==> images/clk_routes.png <==
Bar = 100 µm.
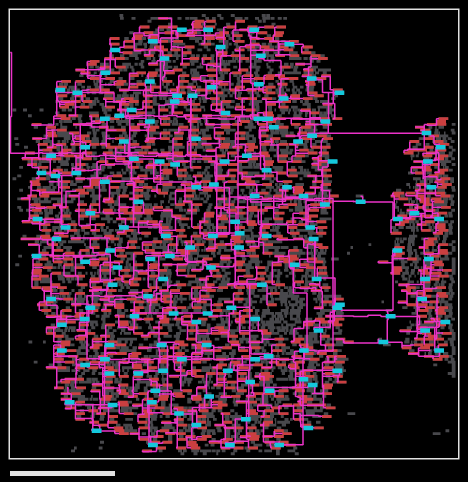
==> images/placement_by_type.png <==
Fill, decap, tap and diode cells in grey.
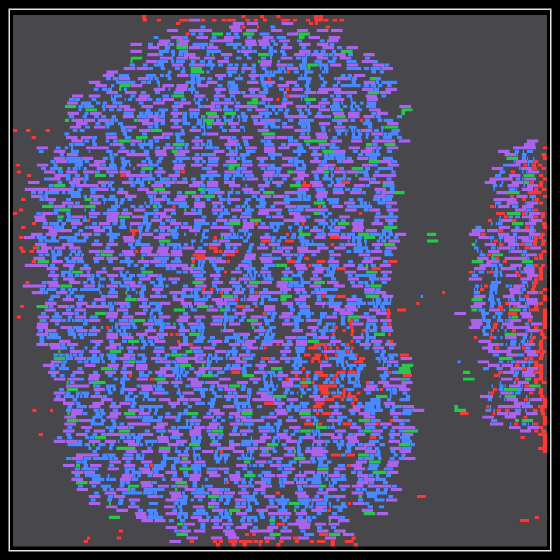
==> images/wires.png <==
Bar = 100 µm. Two of the layers only.
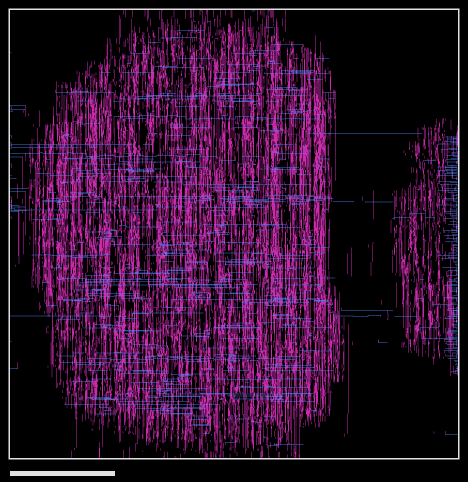
==> images/flops_by_reg.png <==
Bar = 100 µm. Other sequential cells in the stronger grey, the rest of the logic in the fainter grey.
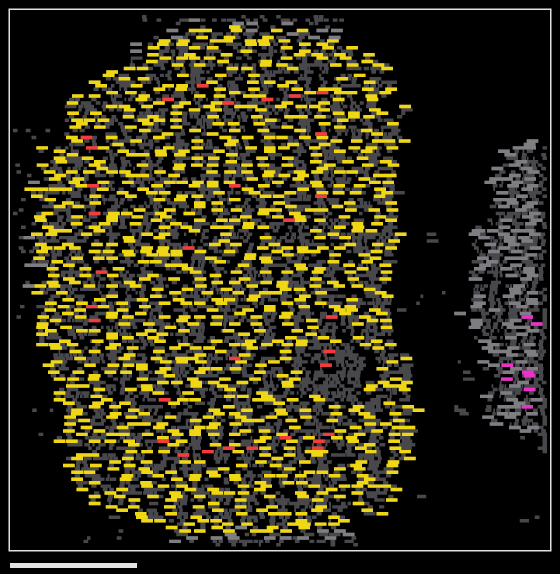
==> config.mk <==
export PLATFORM = sky130hd
export DESIGN_NAME = id_stage
export DESIGN_NICKNAME = d
export VERILOG_FILES = /design/src/rtl/id_stage.sv
export SDC_FILE = /design/constraint.sdc
export NUM_CORES = 2
export LEC_CHECK = 0
export CORE_MARGIN = 2
export CORE_UTILIZATION = 35
export CTS_CLUSTER_DIAMETER = 80
export DETAILED_ROUTE_END_ITERATION = 16
export PLACE_DENSITY_LB_ADDON = 0.3
export SETUP_SLACK_MARGIN = 0.02
export SYNTH_ARGS = -nofsm -noshare
export SYNTH_HDL_FRONTEND = slang
export SYNTH_SLANG_ARGS = --single-unit
==> constraint.sdc <==
create_clock -name clk -period 4.25 [get_ports clk]
set_input_delay 0.85 -clock clk [delete_from_list [all_inputs] [get_ports clk]]
set_output_delay 0.85 -clock clk [all_outputs]
set_load 0.02 [all_outputs]
==> src/rtl/id_stage.sv <==
// Instruction decode stage: IF/ID register, 32x32 register file with
// write-back bypass, control decode, load-use hazard detection and the
// ID/EX pipeline register.
module id_stage (
    input  logic        clk,
    input  logic        reset,
    input  logic [31:0] instruction_in,
    input  logic [31:0] pc4_in,
    input  logic        flush_in,
    input  logic        wb_we,
    input  logic [4:0]  wb_addr,
    input  logic [31:0] wb_data,
    output logic        stall_out,
    output logic [31:0] rs_data_out,
    output logic [31:0] rt_data_out,
    output logic [31:0] imm_out,
    output logic [31:0] pc4_out,
    output logic [4:0]  rs_out,
    output logic [4:0]  rt_out,
    output logic [4:0]  rd_out,
    output logic [5:0]  funct_out,
    output logic        reg_write_out,
    output logic        mem_read_out,
    output logic        mem_write_out,
    output logic        mem_to_reg_out,
    output logic        alu_src_out,
    output logic        reg_dst_out,
    output logic        branch_out,
    output logic        branch_ne_out,
    output logic        jump_out,
    output logic        lui_out,
    output logic        valid_out,
    output logic        illegal_out
);

    localparam logic [5:0] OP_RTYPE = 6'h00;
    localparam logic [5:0] OP_J     = 6'h02;
    localparam logic [5:0] OP_BEQ   = 6'h04;
    localparam logic [5:0] OP_BNE   = 6'h05;
    localparam logic [5:0] OP_ADDIU = 6'h09;
    localparam logic [5:0] OP_LUI   = 6'h0F;
    localparam logic [5:0] OP_LW    = 6'h23;
    localparam logic [5:0] OP_SW    = 6'h2B;

    typedef struct packed {
        logic reg_write;
        logic mem_read;
        logic mem_write;
        logic mem_to_reg;
        logic alu_src;
        logic reg_dst;
        logic branch;
        logic branch_ne;
        logic jump;
        logic lui;
        logic valid;
        logic illegal;
    } ctrl_t;

    typedef struct packed {
        logic [31:0] rs_data;
        logic [31:0] rt_data;
        logic [31:0] imm;
        logic [31:0] pc4;
        logic [4:0]  rs;
        logic [4:0]  rt;
        logic [4:0]  rd;
        logic [5:0]  funct;
    } idex_t;

    // IF/ID register
    logic [31:0] ifid_instr_q, ifid_instr_d;
    logic [31:0] ifid_pc4_q, ifid_pc4_d;
    logic        ifid_valid_q, ifid_valid_d;

    // ID/EX register
    ctrl_t idex_ctrl_q, idex_ctrl_d;
    idex_t idex_data_q, idex_data_d;

    // Register file; entry 0 is never written so it stays zero
    logic [31:0] rf_q [32];

    // Instruction fields
    logic [5:0]  op;
    logic [4:0]  rs, rt, rd;
    logic [5:0]  funct;
    logic [15:0] imm16;
    ctrl_t       dec_ctrl;
    logic        uses_rt;
    logic [31:0] rs_val, rt_val;

    assign op    = ifid_instr_q[31:26];
    assign rs    = ifid_instr_q[25:21];
    assign rt    = ifid_instr_q[20:16];
    assign rd    = ifid_instr_q[15:11];
    assign funct = ifid_instr_q[5:0];
    assign imm16 = ifid_instr_q[15:0];

    // rt is a source operand only for these formats; for loads/ALU-imm it is the destination
    assign uses_rt = (op == OP_RTYPE) || (op == OP_SW) || (op == OP_BEQ) || (op == OP_BNE);

    // Load-use hazard: the load in EX writes a register the instruction in ID reads
    assign stall_out = idex_ctrl_q.mem_read && (idex_data_q.rt != 5'd0) && ifid_valid_q &&
                       ((idex_data_q.rt == rs) || (uses_rt && (idex_data_q.rt == rt)));

    // Register reads with same-cycle write-back forwarding
    always_comb begin
        rs_val = rf_q[rs];
        rt_val = rf_q[rt];
        if (wb_we && (wb_addr == rs)) rs_val = wb_data;
        if (wb_we && (wb_addr == rt)) rt_val = wb_data;
        if (rs == 5'd0) rs_val = '0;
        if (rt == 5'd0) rt_val = '0;
    end

    // Control decode; invalid IF/ID contents and unknown opcodes produce a bubble
    always_comb begin
        dec_ctrl = '0;
        if (ifid_valid_q) begin
            dec_ctrl.valid = 1'b1;
            case (op)
                OP_RTYPE: begin
                    dec_ctrl.reg_write = (ifid_instr_q != 32'd0);  // all-zero word is a NOP
                    dec_ctrl.reg_dst   = 1'b1;
                end
                OP_ADDIU: begin
                    dec_ctrl.reg_write = 1'b1;
                    dec_ctrl.alu_src   = 1'b1;
                end
                OP_LUI: begin
                    dec_ctrl.reg_write = 1'b1;
                    dec_ctrl.alu_src   = 1'b1;
                    dec_ctrl.lui       = 1'b1;
                end
                OP_LW: begin
                    dec_ctrl.reg_write  = 1'b1;
                    dec_ctrl.alu_src    = 1'b1;
                    dec_ctrl.mem_read   = 1'b1;
                    dec_ctrl.mem_to_reg = 1'b1;
                end
                OP_SW: begin
                    dec_ctrl.alu_src   = 1'b1;
                    dec_ctrl.mem_write = 1'b1;
                end
                OP_BEQ: dec_ctrl.branch = 1'b1;
                OP_BNE: begin
                    dec_ctrl.branch    = 1'b1;
                    dec_ctrl.branch_ne = 1'b1;
                end
                OP_J:   dec_ctrl.jump = 1'b1;
                default: begin
                    dec_ctrl.valid   = 1'b0;
                    dec_ctrl.illegal = 1'b1;
                end
            endcase
        end
    end

    // Next state of both pipeline registers; flush wins over stall
    always_comb begin
        ifid_instr_d = ifid_instr_q;
        ifid_pc4_d   = ifid_pc4_q;
        ifid_valid_d = ifid_valid_q;
        idex_ctrl_d  = '0;
        idex_data_d.rs_data = rs_val;
        idex_data_d.rt_data = rt_val;
        idex_data_d.imm     = (op == OP_LUI) ? {16'd0, imm16} : {{16{imm16[15]}}, imm16};
        idex_data_d.pc4     = ifid_pc4_q;
        idex_data_d.rs      = rs;
        idex_data_d.rt      = rt;
        idex_data_d.rd      = rd;
        idex_data_d.funct   = funct;
        if (flush_in) begin
            ifid_instr_d = '0;
            ifid_pc4_d   = '0;
            ifid_valid_d = 1'b0;
        end else if (!stall_out) begin
            ifid_instr_d = instruction_in;
            ifid_pc4_d   = pc4_in;
            ifid_valid_d = 1'b1;
            idex_ctrl_d  = dec_ctrl;
        end
    end

    // Pipeline registers
    always_ff @(posedge clk or negedge reset) begin
        if (!reset) begin
            ifid_instr_q <= '0;
            ifid_pc4_q   <= '0;
            ifid_valid_q <= 1'b0;
            idex_ctrl_q  <= '0;
            idex_data_q  <= '0;
        end else begin
            ifid_instr_q <= ifid_instr_d;
            ifid_pc4_q   <= ifid_pc4_d;
            ifid_valid_q <= ifid_valid_d;
            idex_ctrl_q  <= idex_ctrl_d;
            idex_data_q  <= idex_data_d;
        end
    end

    // Register file write port, independent of stall/flush
    always_ff @(posedge clk or negedge reset) begin
        if (!reset) begin
            for (int i = 0; i < 32; i++) rf_q[i] <= '0;
        end else if (wb_we && (wb_addr != 5'd0)) begin
            rf_q[wb_addr] <= wb_data;
        end
    end

    assign rs_data_out    = idex_data_q.rs_data;
    assign rt_data_out    = idex_data_q.rt_data;
    assign imm_out        = idex_data_q.imm;
    assign pc4_out        = idex_data_q.pc4;
    assign rs_out         = idex_data_q.rs;
    assign rt_out         = idex_data_q.rt;
    assign rd_out         = idex_data_q.rd;
    assign funct_out      = idex_data_q.funct;
    assign reg_write_out  = idex_ctrl_q.reg_write;
    assign mem_read_out   = idex_ctrl_q.mem_read;
    assign mem_write_out  = idex_ctrl_q.mem_write;
    assign mem_to_reg_out = idex_ctrl_q.mem_to_reg;
    assign alu_src_out    = idex_ctrl_q.alu_src;
    assign reg_dst_out    = idex_ctrl_q.reg_dst;
    assign branch_out     = idex_ctrl_q.branch;
    assign branch_ne_out  = idex_ctrl_q.branch_ne;
    assign jump_out       = idex_ctrl_q.jump;
    assign lui_out        = idex_ctrl_q.lui;
    assign valid_out      = idex_ctrl_q.valid;
    assign illegal_out    = idex_ctrl_q.illegal;

endmodule
==> results.toml <==
# synthesis and place-and-route metrics
[outcome]
status = "finished clean"

[synth]
top_cell = "dfrtp_1"
yosys.area.top_type = "dfrtp_1"
post_synth_most_frequent_cells = "dfrtp_1 (1,223), mux2_2 (1,037), mux2i_1 (667)"
muxShareOfSynthArea_pct = 36.78
largest_family_of_logic_cells_by_area = "multiplexers"
synth.yosys.chip_area_um2 = 62180
synth_xor_xnor_area_share_pct = 0.2817
yosysSeqAreaShare_pct = 49.22
synthArstFlopShare_pct = 100.0
synthesis.area_um2 = 62180
synth.ff_latch_count = 1223
syn_avg_cell_area_um2 = 13.25
ys_flop_type = "dfrtp_1"
synthesis.yosys.warnings = 0
synth_cell_type_count = 54
net_count_synth = 4798
synthAdderAreaFrac_pct = 0
yosys.area_share.aoi_pct = 7.111
number_of_flops_mapped_to_enable_cells_by_yosys = 0
basic_gates_by_area_pct = 2.825
synthCells = 4693

[clocking]
postCtsSetupBuffers = 0
cts_hold_repair.buffers = 1
ctsRootBufferMaster = "clkbuf_16"
clock_sinks = 1223
ctsHtreeMaxLevel = 4
cts_max_path_buffers = 3
insertion_delay_ns = 0.80
cts.clk_slew.worst_paths_ns = 0.06
tritoncts = "done"
post_cts_resized = 0

[worst_setup_path]
cp_data_required_time_ns = 3.40
critical-path-top-delay-family = "flip-flops"
worstSetupEndpointType = "output pin"
path_depth = 5
cp_data_arrival_time_ns = 3.07
endpoint = "stall_out"
path_class = "reg -> out"
critical_path_buf_inv_count = 1
critical_path.startpoint_type = "flip-flop"
worst_path_largest_cell_delay_ns = 0.67
reg2reg_start = "ifid_instr_q[18]"
setup.worst_path.start = "ifid_instr_q[18]"
crit_path_top_delay_cell = "dfrtp_4"
timing.reg2reg.setup_slack_ns = 1.02
regToRegEndpoint = "ifid_pc4_q[9]"
cp_cell_sequence = "xor2_1 > nor4_1 > o2111ai_1 > a21oi_4 > clkdlybuf4s50_1"
cp_max_fo = 24
r2r_cells = 7

[timing]
post-route-min-period_ns = 3.920
hold_viol = 0
final.period_utilization_pct = 92.23
fin_setup_tns_ns = 0
timing.final.ws_setup_ns = 0.3300
worst_slew_margin_rel_pct = 10.96
slew_of_the_pin_with_the_lowest_slew_margin_ns = 1.331
setup_viol_count_final = 0
fin_worst_skew_ns = 0.04438
finalHoldWorstSlack_ns = 0.3705
slew_viol_final = 0
grt_setup_unrepaired = "false"
timing.fmax_mhz = 255.1

[power]
power_frac_comb_pct = 18.4
relative_contribution_of_sequential_cells_to_total_power_pct = 44.8
largestPowerGroup = "sequential cells"
p_sw_w = 0.009485
seq_cell_power_w = 0.0152
irDropWorstVdd_v = 0.0002669
netSwitchingFraction_pct = 28.01
p_clk_w = 0.0125
combinationalPower_w = 0.00621
power.total_w = 0.03387
internal-power_w = 0.02438
power.share.clock_pct = 36.8
power_density_nw_per_um2 = 468.2
power.static_leakage_nw = 30.31

[finish]
signal_buffers = 435
seq_cells = 1223
regArea_um2 = 30630
largest_register_ff_count = 1024
mostFrequentLayoutCells = "dfrtp_1 (1,216), mux2_2 (1,037), mux2i_1 (667)"
biggest_register = "rf_q"
multi_input_comb_cells = 2947
nonClkBufAreaFrac_pct = 6.268
n_antenna_cell = 2
clock_buffers = 211
mi_logic_area_um2 = 29510
largest_class = "sequential cells"
num-fill-cells = 16280
num-nonclk-inverters = 3
comb_share_pct = 40.80
number_of_standard_cells_in_the_layout_taps_in_and_fillers_out = 7200
layout.clock.cell_area_share_pct = 6.524
design.final.nets = 4858
post_route_cells_drive_above_1_share_pct = 34.71
final_common_cell = "dfrtp_1"
final_util_pct = 41.03

[place]
detailed_place_hpwl_mm = 120.6
dpl.cell_count = 6947
gp_congestion = 0.8220
port_buffers = 266
placed_cell_area_um2 = 67620

[routing]
routed_met1_length_mm = 91.76
initial_drt_markers = 4122
antenna_violating_nets_post_route = 0
route.met3.wl_mm = 13.10
detail_route.first_pass.iterations = 5
routed_via_density = 5.859
met2WireLength_mm = 96.88
top_layer = "met5"

[grt]
met1_usage_pct = 31.48
first_global_vias = 43190
grt.busiest_layer = "met2"
grt_overflow = 0
grt_use_met3_pct = 4.115
grt_first_pass_wirelength_mm = 307.5
grt_start_max_net_pins = 142
grt_util_met2_pct = 36.06

[worst_hold_path]
hold-path-endpoint = "pc4_out[16]"
holdCritStartpoint = "ifid_pc4_q[16]"
hold-path-cell-count = 0
min-delay-path-class = "reg -> reg"

[run]
drv.max_cap_violation_count = 0
log.warning_count = 41

[floorplanning]
die-area_um2 = 181100
core_um2 = 176300
floorplan_utilization_pct = 35.27
top_level_ports = 267
n_tap_cell = 2340
die.size.x_um = 425.5
rows = 154
-- clk_routes.png (at the start) --
Red marks flip-flops, count 1,223. Cyan marks clock drivers, count 143. Magenta marks clock wires, length 17,100 µm.
Position of the flops: all over the die.

-- placement_by_type.png (at the start) --
Red marks other buffers and delay cells, cells 435. Purple marks flops, cells 1,223. Blue marks combinational and other logic, cells 2,950. Green marks clock drivers and dummy loads, cells 250.

-- wires.png (at the start) --
Blue marks metal 3, wire length 13,100 µm. Magenta marks metal 2, wire length 96.9 mm.
wire length after detailed routing: 210.2 mm
total via count after detailed routing: 42.18k
post-DR wirelength/cell: 29.19 µm
Total Routing Usage GR: 22.98%

-- flops_by_reg.png (at the start) --
Magenta marks imm_out, sequential cells 8. Red marks rs_data_out, sequential cells 32. Yellow marks rf_q, sequential cells 1,024.

